==> config.mk <==
export PLATFORM = sky130hd
export DESIGN_NAME = wdg_multi
export DESIGN_NICKNAME = d
export VERILOG_FILES = /design/src/rtl/wdg_multi_pkg.sv /design/src/rtl/wdg_channel.sv /design/src/rtl/wdg_multi.sv
export SDC_FILE = /design/constraint.sdc
export NUM_CORES = 1
export LEC_CHECK = 0
export CORE_MARGIN = 4
export CORE_UTILIZATION = 50
export DETAILED_ROUTE_END_ITERATION = 10
export GPL_TIMING_DRIVEN = 0
export PLACE_DENSITY = 0.94
export SYNTH_ARGS = -nofsm -noshare
export SYNTH_HDL_FRONTEND = slang
export SYNTH_SLANG_ARGS = --single-unit
==> constraint.sdc <==
create_clock -name clk -period 4.55 [get_ports clk]
set_clock_uncertainty 0.2 [all_clocks]
set_input_delay 0.455 -clock clk [delete_from_list [all_inputs] [get_ports clk]]
set_output_delay 0.455 -clock clk [all_outputs]
set_load 0.03 [all_outputs]
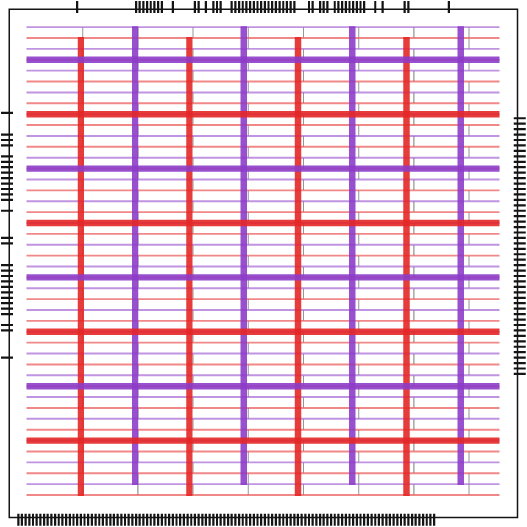
floorplan.png
Drawn at 4 px/um. Pins as bars on the die edge. Tap cells in grey.
VDD -> purple
VSS -> red
met5 straps = 8
met4 straps = 8
die span in x: 127 um
Die Y: 127 um
peak supply drop: 0.000294 V

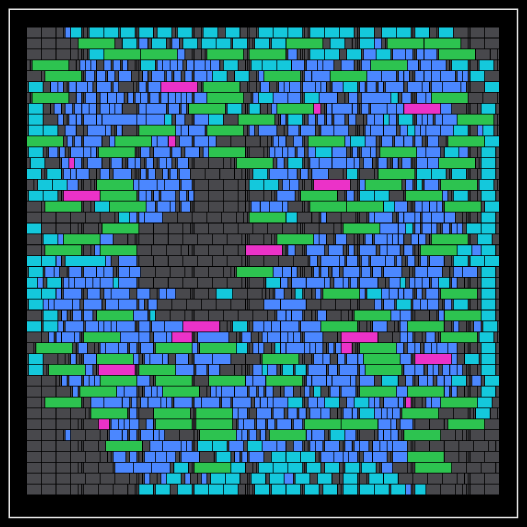
class_map.png
Drawn at 4 px/um. Fill, decap, tap and diode cells in grey.
registers -> green  # cells 100
remaining logic cells -> blue  # cells 681
clock drivers and dummy loads -> magenta  # cells 16
remaining buffers and delay cells -> cyan  # cells 207
Finished Cell Area: 9340 um^2
row count: 43
Finished Core Util: 67.5%
Seq/total area: 26.8%
core outline area: 13800 um^2

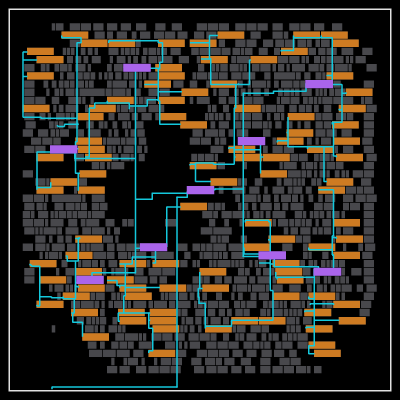
clock_wires.png
Drawn at 3 px/um.
clock wires -> cyan  # length 1330 um
flip-flops -> orange  # count 100
clock-net drivers -> purple  # count 9
flops lie = spread over the die
Clock group: 723 uW
Skew-Pair Late Insertion Delay: 0.35 ns
clock share of power: 29.1%

==> flow_metrics.py <==
# Auto-generated metrics
metrics = {
    "worst_setup_path": {
        "critPathTopFamily": "simple AND/OR/NAND/NOR gates",
        "r2r_setup_slack_ns": 1.45,
        "required_ns": 4.64,
        "cp_num_buf_inv": 3,
        "cp-start-kind": "primary input",
        "max_stage_delay_ns": 0.71,
        "cp_max_fo": 10,
        "end_kind": "flip-flop",
        "reg2reg_depth": 9,
        "path_class": "in -> reg",
        "arrival_ns": 3.36,
        "cp.depth": 10,
        "worstPathCellList": "clkdlybuf4s50_1 > inv_1 > ha_1 > nand4_2 > or2_4 > nor3_1 > nand3_2 > nand2_4 > buf_6 > a221o_1",
    },
    "clock_network": {
        "numClockSinks": 100,
        "cts_resized": 0,
        "clkTransAtPathRegs_ns": 0.07,
        "cts_inserted_buffers": 9,
        "cts_tree": "yes",
        "cts_setup_buffers": 0,
        "cts_root_buf": "clkbuf_16",
        "cts_max_level": 3,
        "ctsHoldBuffers": 0,
    },
    "cells_and_area": {
        "final_cell_mix": "clkdlybuf4s50_1 (175), dfrtp_1 (100), nor2_1 (86), nand2_1 (68), inv_1 (55)",
        "layout_top_cell": "clkdlybuf4s50_1",
        "syn_to_final_growth_pct": 32.5,
        "final_cells": 1185,
        "n_clock_buffer": 12,
        "nets": 1206,
        "seq_cells": 100,
        "comb.multi_input.count": 625,
        "comb_area_um2": 4140,
        "clock_area_share_pct": 2.91,
        "largest_reg_flops": 64,
        "largest_cell_class": "multi-input combinational cells",
        "buf_share_pct": 21.3,
        "nFillCells": 1116,
        "flop_area_um2": 2500,
        "drive_gt1_share_pct": 7.07,
        "inverters": 56,
    },
    "drt": {
        "drt_first_pass_iters": 6,
        "dr_wl_met2_mm": 10.4,
        "drtIter0Drc": 719,
        "drcViolationCount": 0,
        "wl_met1_mm": 8.57,
        "top_layer": "met4",
        "wl_met3_mm": 1.51,
        "routed_via_density": 6.07,
        "wl_mm": 21.1,
        "wl_per_cell_um": 17.8,
        "num_vias": 7188,
    },
    "yosys": {
        "ys_cells": 809,
        "async_flop_share_pct": 100,
        "yosys_warnings": 0,
        "synth_area_leader_cell": "dfrtp_1",
        "mappedNetlistArea_um2": 7040,
        "ys_area_um2": 7040,
        "yosysTopAreaCellShare_pct": 35.5,
        "xor_share_pct": 2.98,
        "synthFlopType": "dfrtp_1",
        "aoi_share_pct": 21.2,
        "ys_seq_share_pct": 35.5,
        "topCellsByArea": "dfrtp_1 (36%), ha_1 (7.3%), nor2_1 (4.6%)",
        "mux_area_share_pct": 0.799,
        "syn_area_per_cell_um2": 8.71,
        "edf_count": 0,
        "logic_family": "simple AND/OR/NAND/NOR gates",
        "most_common_cell": "dfrtp_1",
        "syn_inst": 809,
        "ys_ff": 100,
        "ys_sh_adder_pct": 7.28,
    },
    "placement": {
        "hpwlAfterDp_mm": 16.2,
        "port_buffers": 175,
        "placed_area_um2": 9060,
        "place_congestion": 0.918,
        "dp.cells": 1168,
    },
    "timing": {
        "tightest_slew_ns": 0.985,
        "period_needed_ns": 3.27,
        "whs_ns": 0.350,
        "maxSlewViolCount": 0,
        "rsz0062_at_grt": "false",
        "worst_slack_ns": 1.28,
        "slew_headroom_pct": 33.8,
        "final-setup-viol-count": 0,
        "fmaxAchievable_mhz": 306,
        "fin_crit_sh_pct": 71.9,
        "hold_viol_final": 0,
    },
    "power_and_ir_drop": {
        "switching_share_pct": 33.2,
        "maxPowerGroup": "registers",
        "comb-power_uw": 705,
        "p_total_uw": 2480,
        "internal-power_uw": 1660,
        "p_comb_share_pct": 28.4,
        "p_switching_uw": 824,
        "leakage_uw": 0.00418,
        "seq_power_share_pct": 42.5,
        "seq-power_uw": 1050,
    },
    "job": {
        "maxCapViolations": 0,
        "warning_count": 102,
    },
    "global_routing": {
        "grt_max_degree": 53,
        "met2_usage_pct": 43.8,
        "grt-busiest-layer": "met2",
        "grt_pass1_vias": 6913,
        "grt_pass1_wl_mm": 33.7,
        "grt_use_met1_pct": 32.8,
        "antenna_found_initial": 1,
        "grt.met3_usage_pct": 4.17,
        "track_usage_pct": 25.7,
    },
    "run_status": {
        "status": "finished, final reports clean",
    },
    "floorplan": {
        "io_pins": 244,
        "tapCellCount": 180,
        "fp_util_pct": 50.9,
        "chip_area_um2": 16000,
    },
    "worst_hold_path": {
        "whs_path_depth": 1,
    },
}
Power figures rest on the tool's default switching activity, not on a simulated workload.
